**config.mk**
```make
export PLATFORM = sky130hd
export DESIGN_NAME = count_mod_updown
export DESIGN_NICKNAME = d
export VERILOG_FILES = /design/src/rtl/count_mod_updown.sv
export SDC_FILE = /design/constraint.sdc
export NUM_CORES = 1
export LEC_CHECK = 0
export ABC_CLOCK_PERIOD_IN_PS = 2200
export CORE_ASPECT_RATIO = 0.9
export CORE_MARGIN = 1.5
export CORE_UTILIZATION = 50
export CTS_BUF_LIST = sky130_fd_sc_hd__clkbuf_8
export CTS_CLUSTER_DIAMETER = 50
export DETAILED_ROUTE_END_ITERATION = 10
export PLACE_DENSITY = 0.92
export REMOVE_ABC_BUFFERS = 1
export SYNTH_ARGS = -nofsm -noshare
export SYNTH_HDL_FRONTEND = slang
export SYNTH_SLANG_ARGS = --single-unit
```
**constraint.sdc**
```tcl
create_clock -name iClock -period 2.2 [get_ports iClock]
set_input_delay 0.44 -clock iClock [delete_from_list [all_inputs] [get_ports iClock]]
set_output_delay 0.44 -clock iClock [all_outputs]
set_load 0.02 [all_outputs]
```
**src/rtl/count_mod_updown.sv**
```systemverilog
// count_mod_updown: modulo up/down counter with programmable start delay.
// Range 0..MODULUS-1, runtime direction, synchronous clear/load (clear wins),
// registered wrap pulse and combinational terminal-count flag for chaining.
// Optional build macro COUNT_SATURATE_EN: pin at the terminal value instead
// of wrapping; oWrap then never asserts.
module count_mod_updown #(
  parameter int unsigned     WIDTH     = 8,
  parameter longint unsigned MODULUS   = 256,
  parameter int unsigned     START_DLY = 0
) (
  input  logic             iClock,
  input  logic             iReset,
  input  logic             iEnable,
  input  logic             iUp,
  input  logic             iLoad,
  input  logic [WIDTH-1:0] iLoadVal,
  input  logic             iClear,
  output logic [WIDTH-1:0] oCount,
  output logic             oWrap,
  output logic             oTc,
  output logic             oRunning
);

  if (MODULUS < 2 || MODULUS > (64'd1 << WIDTH)) begin : g_bad_modulus
    $error("count_mod_updown: MODULUS must be in 2..2**WIDTH");
  end
  if (START_DLY > 255) begin : g_bad_dly
    $error("count_mod_updown: START_DLY must be in 0..255");
  end

  localparam logic [WIDTH-1:0] TOP      = WIDTH'(MODULUS - 1);
  localparam logic [7:0]       DLY_LAST = 8'(START_DLY - 1);

  typedef enum logic [1:0] {
    S_IDLE,
    S_WAIT,
    S_RUN
  } state_t;

  state_t     state;
  logic [7:0] dly_cnt;

  // Terminal count is combinational so a downstream counter can gate its
  // enable in the same cycle.
  always_comb begin
    oTc = oRunning & ((iUp & (oCount == TOP)) | (~iUp & (oCount == '0)));
  end

  // Count register: clear beats load beats step; steps only while in RUN.
  always_ff @(posedge iClock or posedge iReset) begin
    if (iReset) begin
      oCount <= '0;
      oWrap  <= 1'b0;
    end else begin
      oWrap <= 1'b0;
      if (iClear) begin
        oCount <= '0;
      end else if (iLoad) begin
        oCount <= (iLoadVal > TOP) ? TOP : iLoadVal;
      end else if (state == S_RUN && iEnable) begin
        if (iUp) begin
          if (oCount == TOP) begin
`ifdef COUNT_SATURATE_EN
            oCount <= TOP;
`else
            oCount <= '0;
            oWrap  <= 1'b1;
`endif
          end else begin
            oCount <= oCount + WIDTH'(1);
          end
        end else begin
          if (oCount == '0) begin
`ifdef COUNT_SATURATE_EN
            oCount <= '0;
`else
            oCount <= TOP;
            oWrap  <= 1'b1;
`endif
          end else begin
            oCount <= oCount - WIDTH'(1);
          end
        end
      end
    end
  end

  // Control FSM: IDLE -> (WAIT for START_DLY edges) -> RUN; enable low aborts.
  always_ff @(posedge iClock or posedge iReset) begin
    if (iReset) begin
      state    <= S_IDLE;
      dly_cnt  <= '0;
      oRunning <= 1'b0;
    end else begin
      case (state)
        S_IDLE: begin
          dly_cnt <= '0;
          if (iEnable) begin
            if (START_DLY == 0) begin
              state    <= S_RUN;
              oRunning <= 1'b1;
            end else begin
              state <= S_WAIT;
            end
          end
        end
        S_WAIT: begin
          if (!iEnable) begin
            state   <= S_IDLE;
            dly_cnt <= '0;
          end else begin
            // dly_cnt reaches START_DLY on the same edge that enters RUN
            dly_cnt <= dly_cnt + 8'd1;
            if (dly_cnt == DLY_LAST) begin
              state    <= S_RUN;
              oRunning <= 1'b1;
            end
          end
        end
        S_RUN: begin
          dly_cnt <= '0;
          if (!iEnable) begin
            state    <= S_IDLE;
            oRunning <= 1'b0;
          end
        end
        default: begin
          state    <= S_IDLE;
          dly_cnt  <= '0;
          oRunning <= 1'b0;
        end
      endcase
    end
  end

endmodule

```
### Wiring by layer, run 1

The bar under the picture is 20 um long. Two of the layers only.
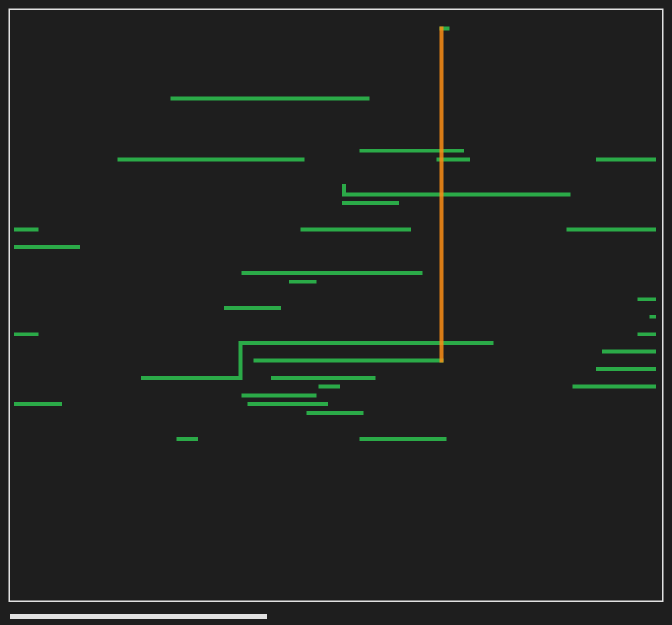
- metal 3: green (wire length 207 um)
- metal 4: orange (wire length 25.8 um)

### Signal metal coverage by tile, run 1

The die is cut into 10 by 9 equal tiles; white is low, dark blue is high, scaled to the fullest tile. Values are wire area over tile area, all layers added.
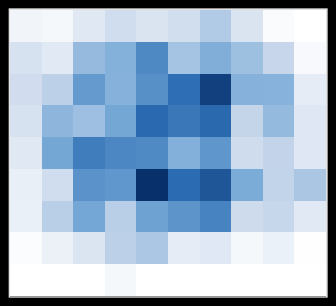
- mean over tiles: 0.19
- emptiest ninth of the die: lower right
- fullest tile: 0.60
- nearly empty tiles: 13%

### The metal 1 layer, run 1

The bar under the picture is 20 um long.
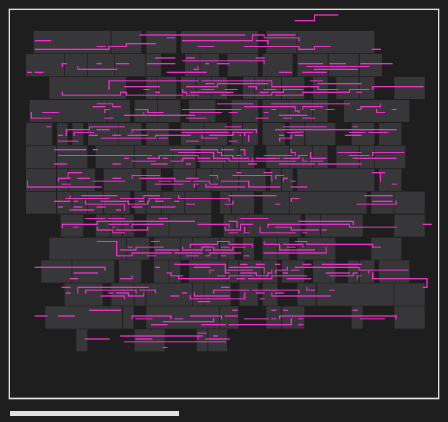
- wire length on this layer: 1,080 um
- longest straight run: 14.7 um

### Close-up of the layout, run 1

The bar under the picture is 5 um long. Region (28, 24) to (48, 44) um. Cells in grey, sequential cells in the stronger grey; small squares are vias.
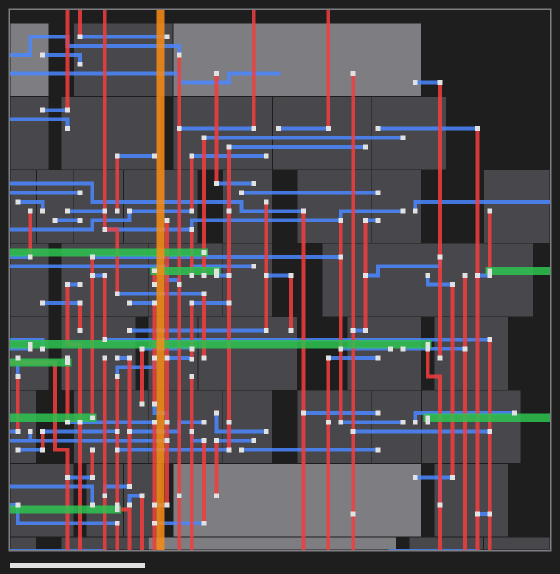
- metal 2: red
- metal 1: blue
- metal 4: orange
- metal 3: green
- most frequent: clkdlybuf4s50_1 (7), buf_4 (5), a21oi_1 (4)
- cells with their middle in the window: 36
- sequential cells in the window: 2
- netlist names of flops here include: oCount (2)

==> flow_metrics.py, run 1 <==
# Synthesis and PnR figures
metrics = {
    "worst_setup_path": {
        "crit_chain": "nor4_4, and2b_2, and3b_1, a21oi_1, nor2b_1, buf_2",
        "cp_max_fo": 2,
        "critPathLaunchType": "flop",
        "max_stage_delay_ps": 400,
        "cp-end-kind": "primary output",
        "slowest_stage": "dfrtp_1",
    },
    "run_status": {
        "status": "finished clean",
    },
    "sta": {
        "slew_violations": 0,
        "period_used_pct": 95.9,
        "finClkSkew_ps": 3.33,
        "max_freq_mhz": 474,
    },
    "floorplan": {
        "chip_area_sq_mm": 0.00233,
        "ios": 25,
        "coreArea_sq_mm": 0.00193,
    },
    "synthesis": {
        "async_reset_ff_share_pct": 100,
        "synth_area_sq_mm": 0.00103,
        "synth_warnings": 0,
        "ys_sh_xor_pct": 6.83,
        "yosysMostFrequentCell": "a21oi_1",
        "ys_sh_simple_pct": 30.7,
        "yosys_cells": 121,
        "netlist.area_leader.share_pct": 24.4,
        "yosysChipArea_sq_mm": 0.00103,
    },
    "flow_run": {
        "cap_violations": 0,
    },
    "grt": {
        "use_met3_pct": 7.89,
        "track_usage_pct": 26.3,
    },
    "pwr": {
        "p_per_area_mw_per_mm2": 658,
    },
    "detailed_routing": {
        "dr_wl_met3_um": 206,
        "wirelength_um": 2730,
        "vias_per_cell": 5.71,
        "drt_iter0_drc": 31,
    },
    "cts": {
        "htree_levels": 1,
        "ctsResizeCount": 4,
    },
    "finish": {
        "final_util_pct": 72.2,
        "lay_top_count": "clkdlybuf4s50_1",
    },
    "placed_design": {
        "portBuffers": 24,
    },
}
## run 1: power breakdown
| part | internal, mW | switching (mW) | leakage [nW] | total (mW) |
|---|---|---|---|---|
| clock network | 0.120 | 0.0698 | 0.0216 | 0.189 |
| registers | 0.212 | 0.0314 | 0.132 | 0.243 |
| logic | 0.239 | 0.246 | 0.426 | 0.485 |
| total | 0.570 | 0.348 | 0.579 | 0.918 |
## run 1: final cells by class
class | instances | area (sq um) | share of cell area, %
sequential | 10 | 250 | 17.9
timing repair buffer | 45 | 393 | 28.2
multi-input combinational | 98 | 668 | 47.9
inverter | 3 | 11.3 | 0.807
tap | 25 | 31.3 | 2.24
clock buffer | 3 | 41.3 | 2.96
## run 1: cells by family (layout without fill, tap and decap cells)
logic type      after synthesis  in the layout
simple gates                 52             52
compound gates               33             33
buf+inv                      13             51
flops                        10             10
xor+xnor                      8              8
fa+ha+maj                     4              4
mux                           1              1
## run 1: through the flow
stage	instances	hold WS, ps	setup TNS, ps	worst slack, ps
detailed placement	181	534	-182	-182
CTS	184	508	0	75.3
global placement	181	501	-169	-169
global route	184	521	0	7.70
finish	184	496	0	90.3
floorplan	111	280	0	103
## run 1: sequential cells by signal, indices dropped and copies added, names as in the netlist
register,flops
oRunning,1
oWrap,1
oCount,8
## run 1: worst paths after layout
kind	startpoint	end	depth (start not counted)
max	oCount[2]$_DFFE_PP0P_	oTc	6
max reg2reg	oCount[2]$_DFFE_PP0P_	oCount[7]$_DFFE_PP0P_	7
min reg2reg	oRunning$_DFFE_PP0P_	oRunning$_DFFE_PP0P_	1
max in group asynchronous	iReset	oCount[6]$_DFFE_PP0P_	2
min in group iClock	oRunning$_DFFE_PP0P_	oRunning$_DFFE_PP0P_	1
min	iReset	oWrap$_DFF_PP0_	2
## Run 2: what changed since run 1
Settings changed: ABC_CLOCK_PERIOD_IN_PS 2200 to not set, CORE_MARGIN 1.5 to not set.
==> run 2 against run 1 <==
Against the previous run: design area up 1.1%; power up 0.59%; clock skew about the same; sequential share of layout area down 0.19 points; critical endpoint unchanged.
==> flow_metrics.py, run 2 <==
# Synthesis and PnR figures
metrics = {
    "placed_design": {
        "dp_cells": 182,
        "portBuffers": 24,
    },
    "worst_setup_path": {
        "critPathLaunch": "oCount[1]$_DFFE_PP0P_",
        "max_stage_delay_ps": 410,
        "cp-end-kind": "primary output",
        "cp_max_fo": 4,
    },
    "floorplan": {
        "ios": 25,
        "coreArea_sq_mm": 0.00191,
        "chip_area_sq_mm": 0.00224,
    },
    "run_status": {
        "status": "finished clean",
    },
    "pwr": {
        "p_sw_mw": 0.353,
        "combPwrFrac_pct": 52.5,
        "p_sw_share_pct": 38.2,
        "internal_power_mw": 0.570,
    },
    "sta": {
        "period_used_pct": 96.0,
    },
    "synthesis": {
        "synth_area_sq_mm": 0.00103,
        "async_reset_ff_share_pct": 100,
        "yosysChipArea_sq_mm": 0.00103,
        "yosysMostFrequentCell": "a21oi_1",
    },
    "finish": {
        "final_cells": 186,
        "top_regs": "oCount: 8 flops, oRunning: 1 flops, oWrap: 1 flops",
    },
    "cts": {
        "htree_levels": 1,
    },
    "detailed_routing": {
        "vias_per_cell": 5.74,
    },
}
[run 2: cell types whose count changed in the layout (fill, tap and decap cells not counted), sizes merged]
cell	previous run	this run
buf	22	24
[run 2: cell families after synthesis]
kind of cell	share of synthesized area [%]
AOI/OAI and AO/OA	21.5
xor gates and xnor gates	6.83
adders and majority gates	4.88
buffers and inverters	10.7
DFF	24.4
muxes	0.976
and+or+nand+nor	30.7
[run 2: layer usage]
metal  wire length [um]  track usage (%)  up-vias
li1                   -                -      512
met3                168             3.03       15
met4                110             15.4        0
met1               1120             28.9      486
met2               1330             45.1       54
met5                  0                0        -
[run 2: worst register-to-register path: stages (launching register included)]
cell,delay (ps)
dfrtp_1,390
buf_4,210
nand3_4,90
buf_4,150
o31ai_2,200
o41ai_1,130
a2111oi_2,440
a211oi_2,80
[run 2: stage by stage]
step           setup TNS [ps]  hold slack, ps  area (sq um)
2_1_floorplan               0             280           927
3_5_place_dp             -154             498          1360
6_report                    0             490          1410
3_3_place_gp             -121             493          1360
4_1_cts                     0             499          1410
5_1_grt                     0             527          1410
[run 2: layout make-up]
class                   instances  area share [%]
inverters                       3           0.799
repair buffers                 47            29.1
flip-flops and latches         10            17.7
multi-input cells              98            47.2
well taps                      25            2.22
clock buffers                   3            2.93
[run 2: repair_timing]
item / 4_1_cts / 5_1_grt
setup buffers: 1 / 0
endpoints found under the setup margin: 1 / 1
pin swaps: 0 / 1
cloned: 0 / 0
resized: 4 / 1
[run 2: power groups by stage]
stage	Sequential [mW]	Combinational, mW	Clock [mW]
floorplan	0.297	0.213	0
CTS	0.241	0.480	0.200
global placement	0.242	0.455	0
finish	0.241	0.485	0.197
detailed placement	0.244	0.475	0
global route	0.245	0.520	0.208
### Signal metal coverage by tile, run 2

The die is cut into 10 by 9 equal tiles; white is low, dark blue is high, scaled to the fullest tile. Values are wire area over tile area, all layers added.
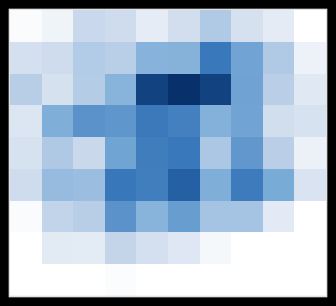
- fullest tile: 0.65
- nearly empty tiles: 18%
- densest ninth of the die: centre
- mean over tiles: 0.20
Total Routing Usage GR: 25.1%
DR WL/cell: 14.7 um
Via Count: 1,067
DRT Wirelength: 2730 um

### Track usage over the die, run 2

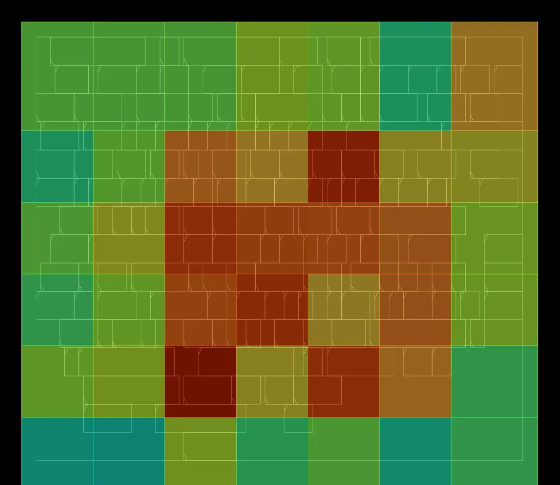
met1 usage: 28.9%
met3 usage: 3.03%
met2 usage: 45.1%
GR peak layer: met2
final core utilization: 73.7%

Power figures rest on the tool's default switching activity, not on a simulated workload.
